--- src/rtl/req_pending_latch.sv ---
// Request capture stage ahead of the priority encoder: synchronises raw request
// lines, turns their rising edges into sticky pending bits, and clears one bit per acknowledge.
module req_pending_latch #(
  parameter int N           = 8,
  parameter int SYNC_STAGES = 2,
  parameter int IDXW        = 3,
  parameter int CNTW        = 4
) (
  input  logic            clk,
  input  logic            rst_n,
  input  logic [N-1:0]    req_in,
  input  logic            en_in,
  input  logic            ack,
  input  logic [IDXW-1:0] ack_idx,
  input  logic            ovf_clr,
  output logic [N-1:0]    pend_x,
  output logic            pend_en,
  output logic            pend_any,
  output logic [CNTW-1:0] pend_cnt,
  output logic [N-1:0]    ovf,
  output logic            ack_err
);

  localparam logic [N-1:0] ONE = N'(1);

  function automatic logic [CNTW-1:0] popcnt(input logic [N-1:0] v);
    logic [CNTW-1:0] c;
    c = '0;
    for (int i = 0; i < N; i++) c = c + CNTW'(v[i]);
    return c;
  endfunction

  logic [N-1:0]    r_sync [SYNC_STAGES];
  logic [N-1:0]    r_hist;
  logic [N-1:0]    r_pend_x;
  logic [N-1:0]    r_ovf;
  logic [CNTW-1:0] r_pend_cnt;
  logic            r_pend_en;
  logic            r_ack_err;

  logic [N-1:0]    w_rise;
  logic [N-1:0]    w_onehot;
  logic            w_ack_ok;
  logic [N-1:0]    w_clr;
  logic [N-1:0]    w_ovf_set;
  logic [N-1:0]    w_pend_next;

  // Synchroniser chain and edge-detect history
  always_ff @(posedge clk or negedge rst_n) begin
    if (!rst_n) begin
      for (int s = 0; s < SYNC_STAGES; s++) r_sync[s] <= '0;
      r_hist <= '0;
    end else begin
      r_sync[0] <= req_in;
      for (int s = 1; s < SYNC_STAGES; s++) r_sync[s] <= r_sync[s-1];
      r_hist <= r_sync[SYNC_STAGES-1];
    end
  end

  // An out-of-range index shifts the one-hot to zero, so it can never hit a pending bit.
  always_comb begin
    w_rise      = r_sync[SYNC_STAGES-1] & ~r_hist & {N{en_in}};
    w_onehot    = ONE << ack_idx;
    w_ack_ok    = ack & (|(w_onehot & r_pend_x));
    w_clr       = w_ack_ok ? w_onehot : '0;
    w_ovf_set   = w_rise & r_pend_x & ~w_clr;
    w_pend_next = (r_pend_x & ~w_clr) | w_rise;
  end

  // Pending state and status
  always_ff @(posedge clk or negedge rst_n) begin
    if (!rst_n) begin
      r_pend_x   <= '0;
      r_pend_cnt <= '0;
      r_ovf      <= '0;
      r_pend_en  <= 1'b0;
      r_ack_err  <= 1'b0;
    end else begin
      r_pend_x   <= w_pend_next;
      r_pend_cnt <= popcnt(w_pend_next);
      r_ovf      <= ovf_clr ? w_ovf_set : (r_ovf | w_ovf_set);
      r_pend_en  <= en_in;
      r_ack_err  <= ack & ~w_ack_ok;
    end
  end

  assign pend_x   = r_pend_x;
  assign pend_en  = r_pend_en;
  assign pend_any = |r_pend_x;
  assign pend_cnt = r_pend_cnt;
  assign ovf      = r_ovf;
  assign ack_err  = r_ack_err;

endmodule
--- config.mk ---
export PLATFORM = sky130hd
export DESIGN_NAME = req_pending_latch
export DESIGN_NICKNAME = d
export VERILOG_FILES = /design/src/rtl/req_pending_latch.sv
export SDC_FILE = /design/constraint.sdc
export NUM_CORES = 1
export LEC_CHECK = 0
export CELL_PAD_IN_SITES_DETAIL_PLACEMENT = 2
export CELL_PAD_IN_SITES_GLOBAL_PLACEMENT = 2
export CORE_ASPECT_RATIO = 1.75
export CORE_MARGIN = 2
export CORE_UTILIZATION = 35
export CTS_BUF_LIST = sky130_fd_sc_hd__clkbuf_16
export DETAILED_ROUTE_END_ITERATION = 10
export PLACE_DENSITY = 0.8
export SLEW_MARGIN = 20
export SYNTH_ARGS = -nofsm -noshare
export SYNTH_HDL_FRONTEND = slang
export SYNTH_SLANG_ARGS = --single-unit
export TNS_END_PERCENT = 20
--- constraint.sdc ---
create_clock -name clk -period 7.6 [get_ports clk]
set_clock_uncertainty 0.1 [all_clocks]
set_input_delay 1.14 -clock clk [delete_from_list [all_inputs] [get_ports clk]]
set_output_delay 1.14 -clock clk [all_outputs]
set_load 0.005 [all_outputs]
Fig. 1: run 1, where the registers sit
Scale: 4 px per µm. Other sequential cells in the stronger gray, the rest of the logic in the fainter gray.
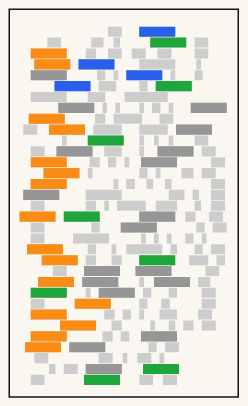
Blue shows `pend_cnt`, flops 4, where north. Green shows `ovf`, flops 8. Orange shows `r_sync`, flops 16.
Another 18 sequential cells are not colored.

Fig. 2: run 1, I/O pins on the die edge
Scale: 6 px per µm. Pins as bars across the die edge, other pins in gray.
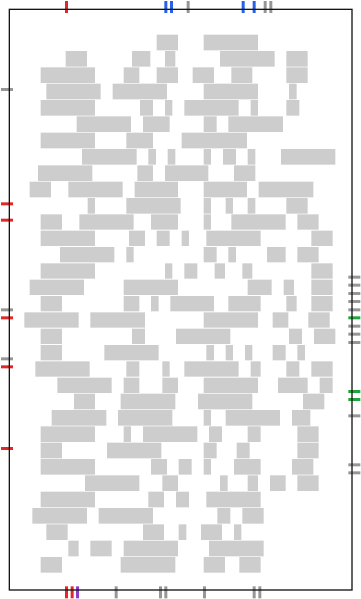
Blue shows `pend_cnt`, pins 4, direction output, edge north. Red shows `req_in`, pins 8, direction input, edge 5 west, 2 south, 1 north. Green shows `ack_idx`, pins 3, direction input, edge east. Purple shows `rst_n`, pins 1, direction input, edge south.
All pins by edge: 14 east, 9 south, 8 west, 8 north.

Fig. 3: run 1, gate families picked out
Scale: 4 px per µm.
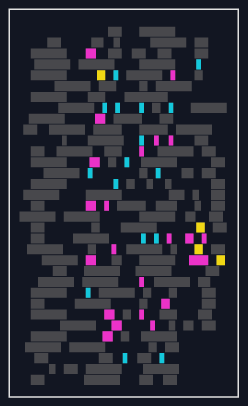
Cyan shows inverters, cells 16. Yellow shows NOR gates, cells 4. Magenta shows NAND gates, cells 22.

==> impl_metrics.env, run 1 <==
# flow metrics
export IMPL_track_usage=0.174
export IMPL_max_cap_viol_count=0
export IMPL_setup_worst_path_start_class="primary input"
export IMPL_viasPerCell=5.13
export IMPL_gp_congestion=0.872
export IMPL_min_from="r_sync[8]$_DFF_PN0_"
export IMPL_nFillCells=484
export IMPL_xor_area_frac=0.00511
export IMPL_arrival_ns=4.95
export IMPL_top_layer="met4"
export IMPL_total_power_mw=0.711
export IMPL_die_height_um=96.5
export IMPL_grtUsageMet1=0.168
export IMPL_cts_sinks=46
export IMPL_edf_count=0
export IMPL_nonClkBufAreaFrac=0.163
export IMPL_status="completed"
export IMPL_postCtsSetupBuffers=0
export IMPL_finalWorstSetupSlack_ns=2.71
export IMPL_cts_repair_resized=0
export IMPL_route_met3_wl_um=147
export IMPL_comb_power_share=0.251
export IMPL_fin_nets=193
export IMPL_initCoreUtil=0.364
export IMPL_logic_gate_count=63
export IMPL_final_hold_violation_count=0
export IMPL_syn_instance_count=128
export IMPL_synth_top_cells_by_count="dfrtp_1 (46), inv_1 (16), nand2_1 (11)"
export IMPL_power_leader="registers"
export IMPL_slew_headroom=0.343
export IMPL_comb_area_share=0.210
export IMPL_use_met3=0.0333
export IMPL_antenna_cells=0
export IMPL_hp_class="reg -> reg"
export IMPL_drc=0
export IMPL_yosysSeqAreaShare=0.672
export IMPL_mux_share=0.0153
export IMPL_wl_per_cell_um=18.9
export IMPL_crit_end="pend_cnt[2]$_DFF_PN0_"
export IMPL_ys_types=27
export IMPL_post_route_util=0.489
export IMPL_ys_chip_area_um2=1710
export IMPL_total_leakage_power_nw=0.991
export IMPL_p_seq_frac=0.410
export IMPL_wl_met1_mm=1.44
export IMPL_cts_root_buf="clkbuf_16"
export IMPL_num_io_pins=39
export IMPL_worst_r2r_cell_count=12
export IMPL_drt_antenna_violating_nets=0
export IMPL_dr_wl_met2_mm=2.50
export IMPL_dp_cells=215
export IMPL_seq_area_um2=1150
export IMPL_period_minus_slack_ns=4.89
export IMPL_top_area_frac=0.672
export IMPL_post_place_ws_ns=2.58
export IMPL_finalSetupViolCount=0
export IMPL_dominant_cells="registers"
export IMPL_max_freq_ghz=0.205
export IMPL_power_density_nw_per_um2=309
export IMPL_grt_max_degree=47
export IMPL_place_area_um2=2130
export IMPL_report_final_slew_viol_count=0
export IMPL_required_ns=7.66
export IMPL_synth_simple_area_share=0.112
export IMPL_tightest_slew_ns=0.986
export IMPL_hold_buffers=0
export IMPL_die_w_um=56.9
export IMPL_finalWirelength_mm=4.22
export IMPL_taps=52
export IMPL_p_clk_mw=0.241
export IMPL_hold_worst_slack_ns=0.249
export IMPL_top_logic_kind="simple AND/OR/NAND/NOR gates"
export IMPL_worstPathMaxFanout=8
export IMPL_holdPathEnd="r_sync[0]$_DFF_PN0_"
export IMPL_dp_hpwl_mm=3.09
export IMPL_ys_sh_aoi=0.0804
export IMPL_logic_area_um2=483
export IMPL_finalClockPeriodUsage=0.643
export IMPL_critPathCaptureType="flip-flop"
export IMPL_r2r_end="pend_cnt[2]$_DFF_PN0_"
export IMPL_p_clk_frac=0.339
export IMPL_cts_tree="done"
export IMPL_drive_gt1_frac=0.0702
export IMPL_clock_area_frac=0.0723
export IMPL_grt_busiest_layer="met2"
export IMPL_pg_seq_mw=0.291
export IMPL_synth_top_cell_by_count="dfrtp_1"
export IMPL_yosys_warnings=0
export IMPL_antenna_found_initial=0
export IMPL_ys_sh_adder=0.0687
export IMPL_intPower_mw=0.519
export IMPL_final_cell_area_um2=2300
export IMPL_rsz0062_at_grt="false"
export IMPL_syn_nets=151
export IMPL_syn2layout_area_growth_pct=34.3
export IMPL_syn_area_um2=1710
[run 1: critical path, stage by stage]
cell and delay, ns:
clkdlybuf4s50_1 0.69, nand2_1 0.19, o21ai_0 0.38, and2_1 0.22, fa_1 0.42, inv_1 0.11
fa_1 0.43, inv_1 0.09, fa_1 0.43, inv_1 0.10, ha_1 0.18, inv_1 0.06
fa_1 0.39, xnor2_1 0.14
[run 1: cells in the final DEF (no fill, tap or decap), types with 2 or more instances in the layout]
master	instances
nor2b_1	2
nand3b_1	8
o22ai_1	9
inv_1	17
o21ai_0	5
clkbuf_16	5
dfrtp_1	46
ha_1	3
nand2_1	11
nor4_1	2
clkdlybuf4s50_1	37
nand2b_1	2
and2_1	5
fa_1	4
==> run 2, diff against run 1 <==
--- a/config.mk
+++ b/config.mk
@@ -9,10 +9,10 @@
 export CELL_PAD_IN_SITES_GLOBAL_PLACEMENT = 2
 export CORE_ASPECT_RATIO = 1.75
 export CORE_MARGIN = 2
-export CORE_UTILIZATION = 35
+export CORE_UTILIZATION = 29
 export CTS_BUF_LIST = sky130_fd_sc_hd__clkbuf_16
 export DETAILED_ROUTE_END_ITERATION = 10
-export PLACE_DENSITY = 0.8
+export PLACE_DENSITY = 0.71
 export SLEW_MARGIN = 20
 export SYNTH_ARGS = -nofsm -noshare
 export SYNTH_HDL_FRONTEND = slang
==> constraint.sdc (replaced) <==
create_clock -name clk -period 4.1 [get_ports clk]
set_clock_uncertainty 0.1 [all_clocks]
set_input_delay 0.615 -clock clk [delete_from_list [all_inputs] [get_ports clk]]
set_output_delay 0.615 -clock clk [all_outputs]
set_load 0.005 [all_outputs]
Fig. 4: run 2, gate families picked out
Scale: 3 px per µm.
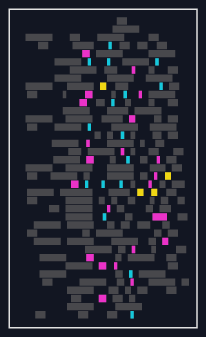
Cyan shows inverters, cells 16. Magenta shows NAND gates, cells 22. Yellow shows NOR gates, cells 4, where east.

Fig. 5: run 2, I/O pins on the die edge
Scale: 6 px per µm. Pins as bars across the die edge, other pins in gray.
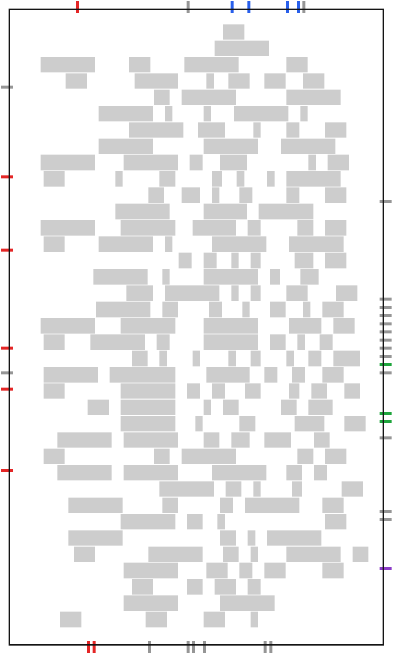
Green shows `ack_idx`, pins 3, direction input, edge east. Blue shows `pend_cnt`, pins 4, direction output, edge north. Purple shows `rst_n`, pins 1, direction input, edge east. Red shows `req_in`, pins 8, direction input, edge 5 west, 2 south, 1 north.
All pins by edge: 17 east, 8 south, 7 west, 7 north.

==> run 2 against run 1 <==
  * Cell area up 6.3%
  * Critical endpoint unchanged
  * Largest cell class unchanged
  * Clock power up 84%
  * Wire length down 2.2%
  * Highest routed layer unchanged
==> impl_metrics.env, run 2 <==
# flow metrics
export IMPL_ys_sh_aoi=0.0804
export IMPL_dr_wl_met2_mm=2.44
export IMPL_use_met3=0.0258
export IMPL_xor_area_frac=0.00511
export IMPL_r2r_end="pend_cnt[2]$_DFF_PN0_"
export IMPL_report_final_slew_viol_count=0
export IMPL_logic_area_um2=485
export IMPL_slew_headroom=0.620
export IMPL_clock_latency_late_pin_ns=0.28
export IMPL_cts_tree="done"
export IMPL_initCoreUtil=0.296
export IMPL_drc=0
export IMPL_post_route_util=0.423
export IMPL_finalSetupTns_ns=0
export IMPL_tightest_slew_ns=0.569
export IMPL_max_freq_ghz=0.256
export IMPL_grt_ovfl_total=0
export IMPL_topCellsByArea="dfrtp_1 (67%), fa_1 (4.7%), inv_1 (3.5%), nand3b_1 (3.5%), o22ai_1 (3.3%)"
export IMPL_dp_cells=256
export IMPL_total_power_mw=1.32
export IMPL_period_minus_slack_ns=3.91
export IMPL_ys_seq_elements=46
export IMPL_ys_chip_area_um2=1710
export IMPL_ctsLongestPathBuffers=2
export IMPL_async_reset_ff_frac=1.00
export IMPL_synth_avg_cell_area_um2=13.4
export IMPL_p_clk_frac=0.336
export IMPL_clk_pin_slew_ns=0.06
export IMPL_finalWorstSetupSlack_ns=0.195
export IMPL_die_height_um=106
export IMPL_synth_main_ff_cell="dfrtp_1"
export IMPL_syn_area_um2=1710
export IMPL_post_place_ws_ns=-0.208
export IMPL_syn2layout_area_growth_pct=42.8
export IMPL_grtUsageMet1=0.154
export IMPL_top_logic_kind="simple AND/OR/NAND/NOR gates"
export IMPL_drt_pass1_iterations=2
export IMPL_grt_pass1_vias=1383
export IMPL_dp_hpwl_mm=3.20
export IMPL_top_area_frac=0.672
export IMPL_rsz0062_at_grt="false"
export IMPL_status="completed"
export IMPL_ys_types=27
export IMPL_hold_worst_slack_ns=0.215
export IMPL_path_class="in -> reg"
export IMPL_synth_simple_area_share=0.112
export IMPL_place_area_um2=2280
export IMPL_grt_max_degree=47
export IMPL_p_switching_mw=0.345
export IMPL_drive_gt1_frac=0.146
export IMPL_sw_frac_of_total=0.262
export IMPL_grt_pass1_wl_mm=6.91
export IMPL_synth_top_cell_by_count="dfrtp_1"
export IMPL_finalWirelength_mm=4.13
export IMPL_track_usage=0.148
export IMPL_synth_top_cells_by_count="dfrtp_1 (46), inv_1 (16), nand2_1 (11)"
export IMPL_finalSetupViolCount=0
export IMPL_fin_nets=208
export IMPL_crit_start="ack_idx[1]"
export IMPL_worst_r2r_cell_count=12
export IMPL_max_cap_viol_count=0
export IMPL_ys_sh_adder=0.0687
export IMPL_seq_area_um2=1150
export IMPL_critPathCaptureType="flip-flop"
export IMPL_syn_nets=151
export IMPL_viasPerCell=4.49
export IMPL_power_density_nw_per_um2=539
export IMPL_cts_buffers=5
export IMPL_vias=1180
export IMPL_total_leakage_power_nw=1.07
export IMPL_antenna_cells=0
export IMPL_yosys_warnings=0
export IMPL_p_clk_mw=0.443
export IMPL_final_cell_area_um2=2450
export IMPL_crit_end="pend_cnt[2]$_DFF_PN0_"
export IMPL_ys_cells=128
export IMPL_coreArea_um2=5790
export IMPL_cts_sinks=46
export IMPL_p_seq_frac=0.407
export IMPL_finalClockPeriodUsage=0.953
export IMPL_die_w_um=62.1
export IMPL_drtIter0Drc=17
export IMPL_gp_congestion=0.846
export IMPL_log_warning_count=26
export IMPL_top_layer="met4"
export IMPL_wl_met1_mm=1.47
export IMPL_comb_power_share=0.257
export IMPL_edf_count=0
export IMPL_mux_share=0.0153
export IMPL_final_hold_violation_count=0
export IMPL_yosysSeqAreaShare=0.672
export IMPL_pg_seq_mw=0.537
export IMPL_route_met3_wl_um=136
export IMPL_p_comb_mw=0.338
export IMPL_final_cells=263
export IMPL_nFillCells=604
export IMPL_r2r_start="r_hist[0]$_DFF_PN0_"
export IMPL_use_met2=0.270
export IMPL_lay_top_count="dfrtp_1"
export IMPL_power_leader="registers"
export IMPL_hp_class="in -> async"
export IMPL_intPower_mw=0.973
export IMPL_portBuffers=38
export IMPL_regMostFlops="r_sync"
export IMPL_wl_per_cell_um=15.7
export IMPL_num_io_pins=39
export IMPL_syn_instance_count=128
export IMPL_htreeDepth=2
export IMPL_final_cell_mix="dfrtp_1 (46), clkdlybuf4s50_1 (36), inv_1 (16), buf_4 (16), nand2_1 (11)"
export IMPL_arrival_ns=3.97
export IMPL_required_ns=4.17
export IMPL_worstPathMaxFanout=4
export IMPL_largest_area_cell="dfrtp_1"
export IMPL_antenna_found_initial=0
export IMPL_largest_reg_flops=16
export IMPL_cts_root_buf="clkbuf_16"
export IMPL_setup_worst_path_start_class="primary input"
export IMPL_peakVddDrop_v=0.000233
export IMPL_die_area_um2=6560
export IMPL_grt_busiest_layer="met2"
export IMPL_drt_antenna_violating_nets=0
export IMPL_r2r_slack_ns=0.70
[run 2: cell counts after synthesis]
No cell type changed its count.
[run 2: critical path: stages]
cell	delay, ns
clkdlybuf4s50_1	0.54
nand2b_4	0.17
o31ai_2	0.07
and2_4	0.15
fa_1	0.53
inv_1	0.06
fa_1	0.50
inv_1	0.05
fa_1	0.45
inv_1	0.07
ha_1	0.16
inv_1	0.07
fa_1	0.40
xnor2_1	0.15
[run 2: what timing repair did]
action,in CTS,in global routing
setup endpoints to repair,0,2
buffers inserted,0,0
resized,0,4
hold buffers,0,0
[run 2: cell type report]
class,instances,area share
inverters,16,0.0246
multi-input cells,63,0.198
repair buffers,53,0.202
clock inverters,2,0.0138
clock buffers,5,0.0512
well taps,78,0.0399
flip-flops and latches,46,0.471
Power is estimated from default activity; no workload was simulated.
